`config.mk`:
```
export PLATFORM = sky130hd
export DESIGN_NAME = imc_wb_loader
export DESIGN_NICKNAME = d
export VERILOG_FILES = /design/src/rtl/imc_wb_loader.sv
export SDC_FILE = /design/constraint.sdc
export NUM_CORES = 1
export LEC_CHECK = 0
export CORE_UTILIZATION = 41
export DETAILED_ROUTE_END_ITERATION = 6
export MAX_ROUTING_LAYER = met4
export PLACE_DENSITY = 0.81
export SYNTH_ARGS = -nofsm -noshare
export SYNTH_HDL_FRONTEND = slang
export SYNTH_SLANG_ARGS = --single-unit
export TNS_END_PERCENT = 30
```
`constraint.sdc`:
```
create_clock -name clk -period 5.4 [get_ports clk]
set_clock_uncertainty 0.1 [all_clocks]
set_input_delay 0.54 -clock clk [delete_from_list [all_inputs] [get_ports clk]]
set_output_delay 0.54 -clock clk [all_outputs]
set_load 0.05 [all_outputs]
```
`src/rtl/imc_wb_loader.sv`:
```
// Wishbone-classic slave that pushes host words into the IM / IB write FIFOs and holds the
// PC run control. Optional macro IMC_WB_ERR_EN: error-out pushes to a full FIFO instead of stalling.
module imc_wb_loader #(
    parameter int DATA_W    = 32,
    parameter int ADDR_SIZE = 6
) (
    input  logic                 clk,
    input  logic                 rst,
    input  logic                 wb_cyc_i,
    input  logic                 wb_stb_i,
    input  logic                 wb_we_i,
    input  logic [3:0]           wb_adr_i,
    input  logic [DATA_W-1:0]    wb_dat_i,
    output logic [DATA_W-1:0]    wb_dat_o,
    output logic                 wb_ack_o,
    output logic                 wb_err_o,
    output logic                 im_wr_cs,
    output logic                 im_wr_en,
    output logic [ADDR_SIZE-1:0] im_wr_addr,
    output logic [DATA_W-1:0]    im_wr_data,
    input  logic                 im_full,
    input  logic                 im_empty,
    output logic                 ib_wr_cs,
    output logic                 ib_wr_en,
    output logic [ADDR_SIZE-1:0] ib_wr_addr,
    output logic [DATA_W-1:0]    ib_wr_data,
    input  logic                 ib_full,
    input  logic                 ib_empty,
    output logic                 enable_PC_IM,
    output logic [ADDR_SIZE-1:0] start_PC_IM_address
);

    typedef enum logic [1:0] {IDLE, PUSH, WAIT, ACK} state_t;

    localparam logic [3:0] ADR_IM     = 4'd0;
    localparam logic [3:0] ADR_IB     = 4'd1;
    localparam logic [3:0] ADR_CTRL   = 4'd2;
    localparam logic [3:0] ADR_STATUS = 4'd3;

    state_t               r_state;
    state_t               w_next_state;
    logic [3:0]           r_adr;
    logic                 r_we;
    logic                 r_tgt_ib;
    logic                 r_err;
    logic [DATA_W-1:0]    r_data;
    logic [ADDR_SIZE-1:0] r_im_ptr;
    logic [ADDR_SIZE-1:0] r_ib_ptr;
    logic                 r_enable;
    logic [ADDR_SIZE-1:0] r_start;

    logic                 w_req;
    logic                 w_push_req;
    logic                 w_req_full;
    logic                 w_tgt_full;
    logic                 w_req_err;
    logic                 w_ctrl_wr;
    logic                 w_clr_wr;
    logic [DATA_W-1:0]    w_rdata;

    assign w_req      = wb_cyc_i & wb_stb_i;
    assign w_push_req = w_req & wb_we_i & ((wb_adr_i == ADR_IM) | (wb_adr_i == ADR_IB));
    assign w_req_full = (wb_adr_i == ADR_IB) ? ib_full : im_full;
    assign w_tgt_full = r_tgt_ib ? ib_full : im_full;
    assign w_ctrl_wr  = (r_state == IDLE) & w_req & wb_we_i & (wb_adr_i == ADR_CTRL);
    assign w_clr_wr   = (r_state == IDLE) & w_req & wb_we_i & (wb_adr_i == ADR_STATUS) & wb_dat_i[0];

`ifdef IMC_WB_ERR_EN
    assign w_req_err = w_push_req & w_req_full;
`else
    assign w_req_err = 1'b0;
`endif

    // NOTE: sequential state uses non-blocking assignments so every register samples pre-edge values.
    always_ff @(posedge clk or posedge rst) begin
        if (rst) r_state <= IDLE;
        else     r_state <= w_next_state;
    end

    always_comb begin
        w_next_state = r_state;
        case (r_state)
            IDLE: begin
                if (w_push_req) begin
                    if (!w_req_full) w_next_state = PUSH;
`ifdef IMC_WB_ERR_EN
                    else             w_next_state = ACK;
`else
                    else             w_next_state = WAIT;
`endif
                end else if (w_req) begin
                    w_next_state = ACK;
                end
            end
            PUSH: w_next_state = ACK;
            WAIT: begin
                // The host abandoned the cycle: drop the push silently.
                if (!wb_cyc_i)        w_next_state = IDLE;
                else if (!w_tgt_full) w_next_state = PUSH;
            end
            ACK:  w_next_state = IDLE;
            default: w_next_state = IDLE;
        endcase
    end

    always_ff @(posedge clk or posedge rst) begin
        if (rst) begin
            r_adr    <= '0;
            r_we     <= 1'b0;
            r_tgt_ib <= 1'b0;
            r_err    <= 1'b0;
            r_data   <= '0;
            r_im_ptr <= '0;
            r_ib_ptr <= '0;
            r_enable <= 1'b0;
            r_start  <= '0;
        end else begin
            if (r_state == IDLE && w_req) begin
                r_adr    <= wb_adr_i;
                r_we     <= wb_we_i;
                r_tgt_ib <= (wb_adr_i == ADR_IB);
                r_err    <= w_req_err;
                r_data   <= wb_dat_i;
            end
            if (w_ctrl_wr) begin
                r_enable <= wb_dat_i[0];
                r_start  <= wb_dat_i[8 +: ADDR_SIZE];
            end
            // Pointers wrap naturally at 2**ADDR_SIZE.
            if (w_clr_wr) begin
                r_im_ptr <= '0;
                r_ib_ptr <= '0;
            end else if (r_state == PUSH) begin
                if (r_tgt_ib) r_ib_ptr <= r_ib_ptr + ADDR_SIZE'(1);
                else          r_im_ptr <= r_im_ptr + ADDR_SIZE'(1);
            end
        end
    end

    // NOTE: every combinational output gets a default first so no latch is inferred.
    always_comb begin
        w_rdata = '0;
        case (r_adr)
            ADR_CTRL: begin
                w_rdata[0]              = r_enable;
                w_rdata[8 +: ADDR_SIZE] = r_start;
            end
            ADR_STATUS: begin
                w_rdata[3:0]             = {ib_full, ib_empty, im_full, im_empty};
                w_rdata[8 +: ADDR_SIZE]  = r_im_ptr;
                w_rdata[24 +: ADDR_SIZE] = r_ib_ptr;
            end
            default: ;
        endcase
    end

    always_comb begin
        wb_ack_o   = 1'b0;
        wb_err_o   = 1'b0;
        wb_dat_o   = '0;
        im_wr_cs   = 1'b0;
        im_wr_en   = 1'b0;
        im_wr_addr = '0;
        im_wr_data = '0;
        ib_wr_cs   = 1'b0;
        ib_wr_en   = 1'b0;
        ib_wr_addr = '0;
        ib_wr_data = '0;
        case (r_state)
            PUSH: begin
                if (r_tgt_ib) begin
                    ib_wr_cs   = 1'b1;
                    ib_wr_en   = 1'b1;
                    ib_wr_addr = r_ib_ptr;
                    ib_wr_data = r_data;
                end else begin
                    im_wr_cs   = 1'b1;
                    im_wr_en   = 1'b1;
                    im_wr_addr = r_im_ptr;
                    im_wr_data = r_data;
                end
            end
            ACK: begin
                if (r_err) begin
                    wb_err_o = 1'b1;
                end else begin
                    wb_ack_o = 1'b1;
                    if (!r_we) wb_dat_o = w_rdata;
                end
            end
            default: ;
        endcase
    end

    assign enable_PC_IM        = r_enable;
    assign start_PC_IM_address = r_start;

endmodule
```
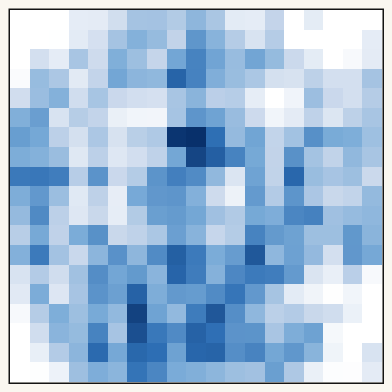
**Above:** run 1 (signal metal coverage by tile).
Scale: 4 px per µm. The die is cut into 19 by 19 equal tiles; white is low, dark blue is high, scaled to the fullest tile. Values are wire area over tile area, all layers added.
tiles over half the peak	30%
emptiest ninth of the die	upper right
nearly empty tiles	8.0%
vias: 3145
Wirelength per Cell: 14.4 µm
Total Routed Length: 9210 µm
GRT Overall Usage: 22.3%

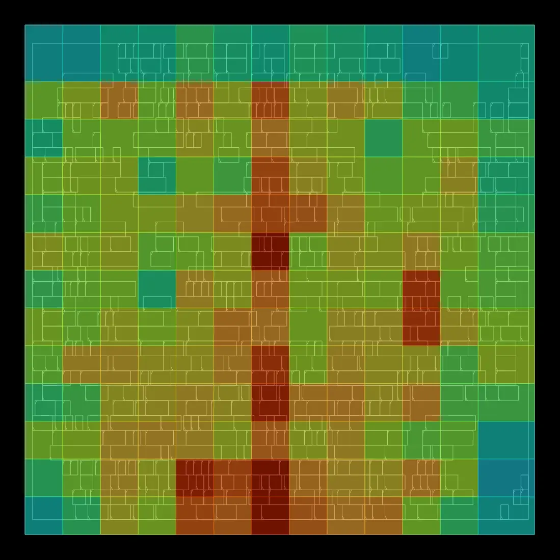
**Above:** run 1 (routing congestion map).
GRT met3 Usage: 3.90%
fin util: 64.8%
met2 Use GR: 36.9%

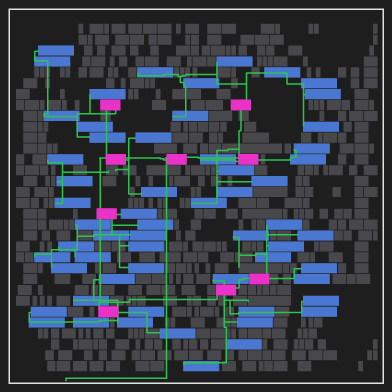
**Above:** run 1 (clock wires, drivers and flops).
Scale: 4 px per µm.
[clock wires] green | length: 735 µm
[clock drivers] magenta | count: 9
[flip-flops] blue | count: 59
routed clock nets	10
flops lie	widely spread

==> Changelog: implementation, run 1 <==
## Flow update

* Hold depth at 2
* Yosys stat cell total at 392
* #FFs+latches synth at 59
* Synth top cells by count: nand2_1, and2_1, dfrtp_1
* Status: finished, final reports clean
* Avg Cell Area, Syn at 8.68 µm²
* Clk slew on worst S/H paths at 70 ps
* Flop area at 1480 µm²
* P per Cell Area at 483 nW/µm²
* Crit path kind: reg -> out
* WL met3 at 427 µm
* Top area cell types: dfrtp_1, and2_1, nand2_1
* Routability cong. at 0.789
* Seq area share at 28.9%
* VDD IR max at 0.259 mV
* DR pass1 iterations at 4
* Worst-margin pin slew at 1070 ps
* WP data arrival at 3090 ps
* Post-CTS Resized at 0
* Fmax at 268 MHz
* Met1 GRT Util at 27.2%
* Synth Warn # at 0
* DP Cell Count at 622
* CLK BUF at 9
* Core Util at FP at 43.1%
* Sequential Power Share at 33.4%
* # DRC at 0
* Simple Share, Synth at 38.9%
* Top cell excl fill/tap: clkdlybuf4s50_1
* Rel. slew slack at 27.4%
* Placeable core area at 7890 µm²
* Largest class: combinational gates
* MUX share of area at 3.82%
* Compound-Gate Fraction of Synth Area at 4.23%
* Largest net degree at the start of global routing at 60
* Setup crit end: wb_dat_o[25]
* CP max-delay cell: nor4bb_1
* Max-Cap Viols at 0
* Hold buffers post-CTS at 0
* Mapped Cells at 392
* # setup viols final at 0
* Global-route wire length before repair at 14600 µm
* CP Capture Type: output port
==> run 2, diff against run 1 <==
Clock period 5.4 ns to 3.8 ns, I/O delays scaled along.
==> run 2 against run 1 <==
Sequential power rose by 41%. Hold slack got worse by 7.7 ps. Synthesized cell count did not move. Core utilization fell by 0.33 points. Final cell count did not move. Critical path depth did not move. Global-route usage barely moved. Critical endpoint is now ib_wr_data[2].
==> Changelog: implementation, run 2 <==
## Flow update

* Flop area at 1480 µm²
* Rel. slew slack at 42.8%
* Max-Cap Viols at 0
* Setup crit end: ib_wr_data[2]
* Met1 Routed Length at 3980 µm
* CP Capture Type: output port
* Largest class: combinational gates
* Hold depth at 2
* Compound-Gate Fraction of Synth Area at 4.23%
* Total power at 3400 µW
* Fin util at 64.5%
* Sw Share at 45.5%
* Minimum clock period at 3300 ps
* Non-clock buffering overhead at 30.3%
* Top area cell types: dfrtp_1, and2_1, nand2_1
* Hold buffers post-CTS at 0
* CLK BUF at 13
* Yosys stat cell total at 392
* Simple Share, Synth at 38.9%
* Crit path kind: reg -> out
* Largest net degree at the start of global routing at 41
* Fmax at 303 MHz
* CP max-delay cell: clkdlybuf4s50_1
* RSZ-0062 raised after global routing: no
* #FFs+latches synth at 59
* WP data arrival at 2820 ps
* WL met3 at 381 µm
* Met2 Use GR at 37.1%
* Hold crit path type: reg -> reg
* Status: finished, final reports clean
* Fillers at 670
* GR peak layer: met2
* Routability cong. at 0.769
* Avg Cell Area, Syn at 8.68 µm²
* Worst-margin pin slew at 858 ps
* Post-CTS Resized at 0
* Sequential Power Share at 34.3%
* # setup viols final at 0
* Core Util at FP at 43.1%
* Synth top cells by count: nand2_1, and2_1, dfrtp_1
* DR pass1 iterations at 4
* VDD IR max at 0.374 mV
* Top cell excl fill/tap: clkdlybuf4s50_1
* Global-route wire length before repair at 14600 µm
* WHS at 381 ps
* Placeable core area at 7890 µm²
* GRT met3 Usage at 3.41%
* Power Internal at 1850 µW
* P per Cell Area at 669 nW/µm²
* MUX share of area at 3.82%
* Met1 GRT Util at 27.6%
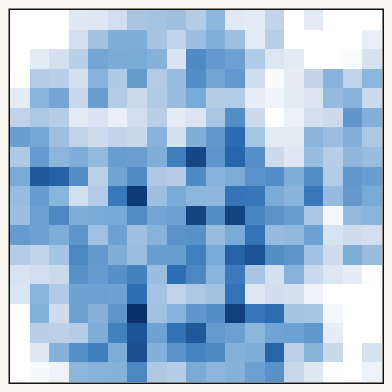
**Above:** run 2 (signal metal coverage by tile).
Scale: 4 px per µm. The die is cut into 19 by 19 equal tiles; white is low, dark blue is high, scaled to the fullest tile. Values are wire area over tile area, all layers added.
tiles over half the peak	31%
emptiest ninth of the die	upper right
fullest tile	0.43
mean over tiles	0.16
nearly empty tiles	9.4%
GRT Overall Usage: 22.4%
vias: 3048
Total Routed Length: 9100 µm
Wirelength per Cell: 14.3 µm

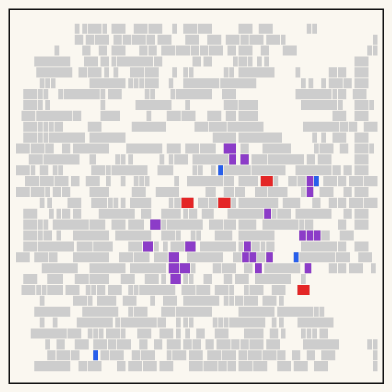
**Above:** run 2 (logic cells by family).
Scale: 4 px per µm.
family	colour	cells
inverters	blue	4
XOR/XNOR gates	red	4
inverting AOI/OAI gates	purple	22
Comb/total area: 34.1%
Post-Layout Cell Count: 638

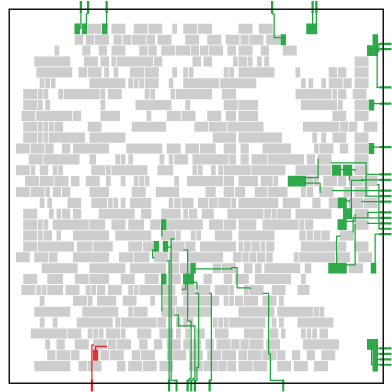
**Above:** run 2 (wires at chosen ports, followed through buffers).
Scale: 4 px per µm.
port	colour	bits	direction	end cells	wire
rst	red	1	input	1	14.7 µm
wb_dat_o	green	32	output	32	450 µm
port bufs: 148
top-level I/O count: 166

==> run 3, diff against run 2 <==
Settings changed: CELL_PAD_IN_SITES_DETAIL_PLACEMENT set to 0, CELL_PAD_IN_SITES_GLOBAL_PLACEMENT set to 2, CORE_UTILIZATION 41 to 22, PLACE_DENSITY 0.81 to unset, PLACE_DENSITY_LB_ADDON set to 0.1.
==> run 3 against run 2 <==
Final cell count up 14%. Power up 5.6%. Area after synthesis unchanged.
==> Changelog: implementation, run 3 <==
## Flow update

* Largest net degree at the start of global routing at 42
* Mapped Cells at 392
* Hold depth at 2
* Setup crit end: wb_dat_o[3]
* Largest class: combinational gates
* DP Cell Count at 711
* Fillers at 1589
* WL met3 at 497 µm
* Total Routed Length at 10900 µm
* Top area cell types: dfrtp_1, and2_1, nand2_1
* Hold crit path type: reg -> reg
* Core Util at FP at 22.5%
* WHS at 386 ps
* Synth top cells by count: nand2_1, and2_1, dfrtp_1
* Status: finished, final reports clean
* Compound-Gate Fraction of Synth Area at 4.23%
* Global-route wire length before repair at 17100 µm
* Fmax at 331 MHz
* GR peak layer: met2
* Wirelength per Cell at 15.0 µm
* Flop area at 1480 µm²
* Total power at 3590 µW
* DR pass1 iterations at 6
* CP Capture Type: output port
* Crit path kind: reg -> out
* Power Internal at 1950 µW
* Avg Cell Area, Syn at 8.68 µm²
* Post-Layout Cell Count at 727
* RSZ-0062 raised after global routing: no
* Non-clock buffering overhead at 29.3%
* Placeable core area at 15100 µm²
* GRT met3 Usage at 4.13%
* Vias at 3009
* Routability cong. at 0.724
* WP data arrival at 2540 ps
* Post-CTS Resized at 0
* Hold buffers post-CTS at 0
* Port bufs at 148
* Synth Warn # at 0
* Sequential Power Share at 33.3%
* Worst-margin pin slew at 915 ps
* Clk slew on worst S/H paths at 60 ps
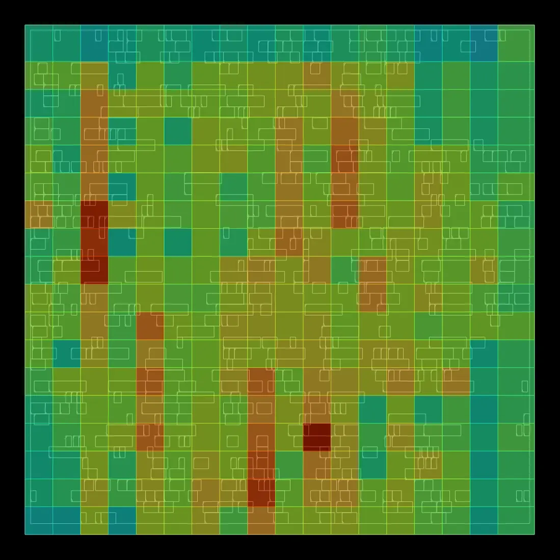
**Above:** run 3 (routing congestion map).
met1 GRT Util: 17.0%
fin util: 34.7%

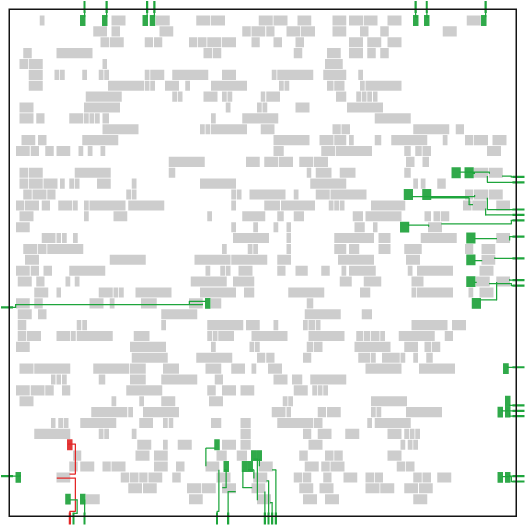
**Above:** run 3 (wires at chosen ports, followed through buffers).
Scale: 4 px per µm.
port	colour	bits	direction	end cells	wire
rst	red	1	input	1	25.7 µm
wb_dat_o	green	32	output	32	290 µm

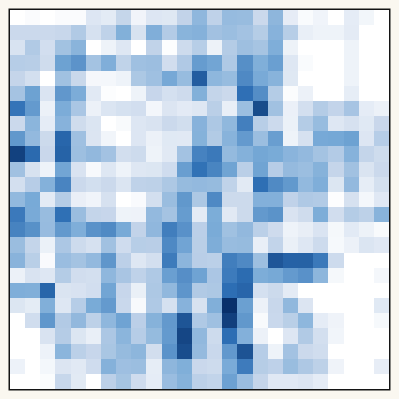
**Above:** run 3 (signal metal coverage by tile).
Scale: 3 px per µm. The die is cut into 25 by 25 equal tiles; white is low, dark blue is high, scaled to the fullest tile. Values are wire area over tile area, all layers added.
fullest tile	0.37
tiles over half the peak	15%
densest ninth of the die	bottom centre
mean over tiles	0.11
nearly empty tiles	12%

Power is estimated from default activity; no workload was simulated.
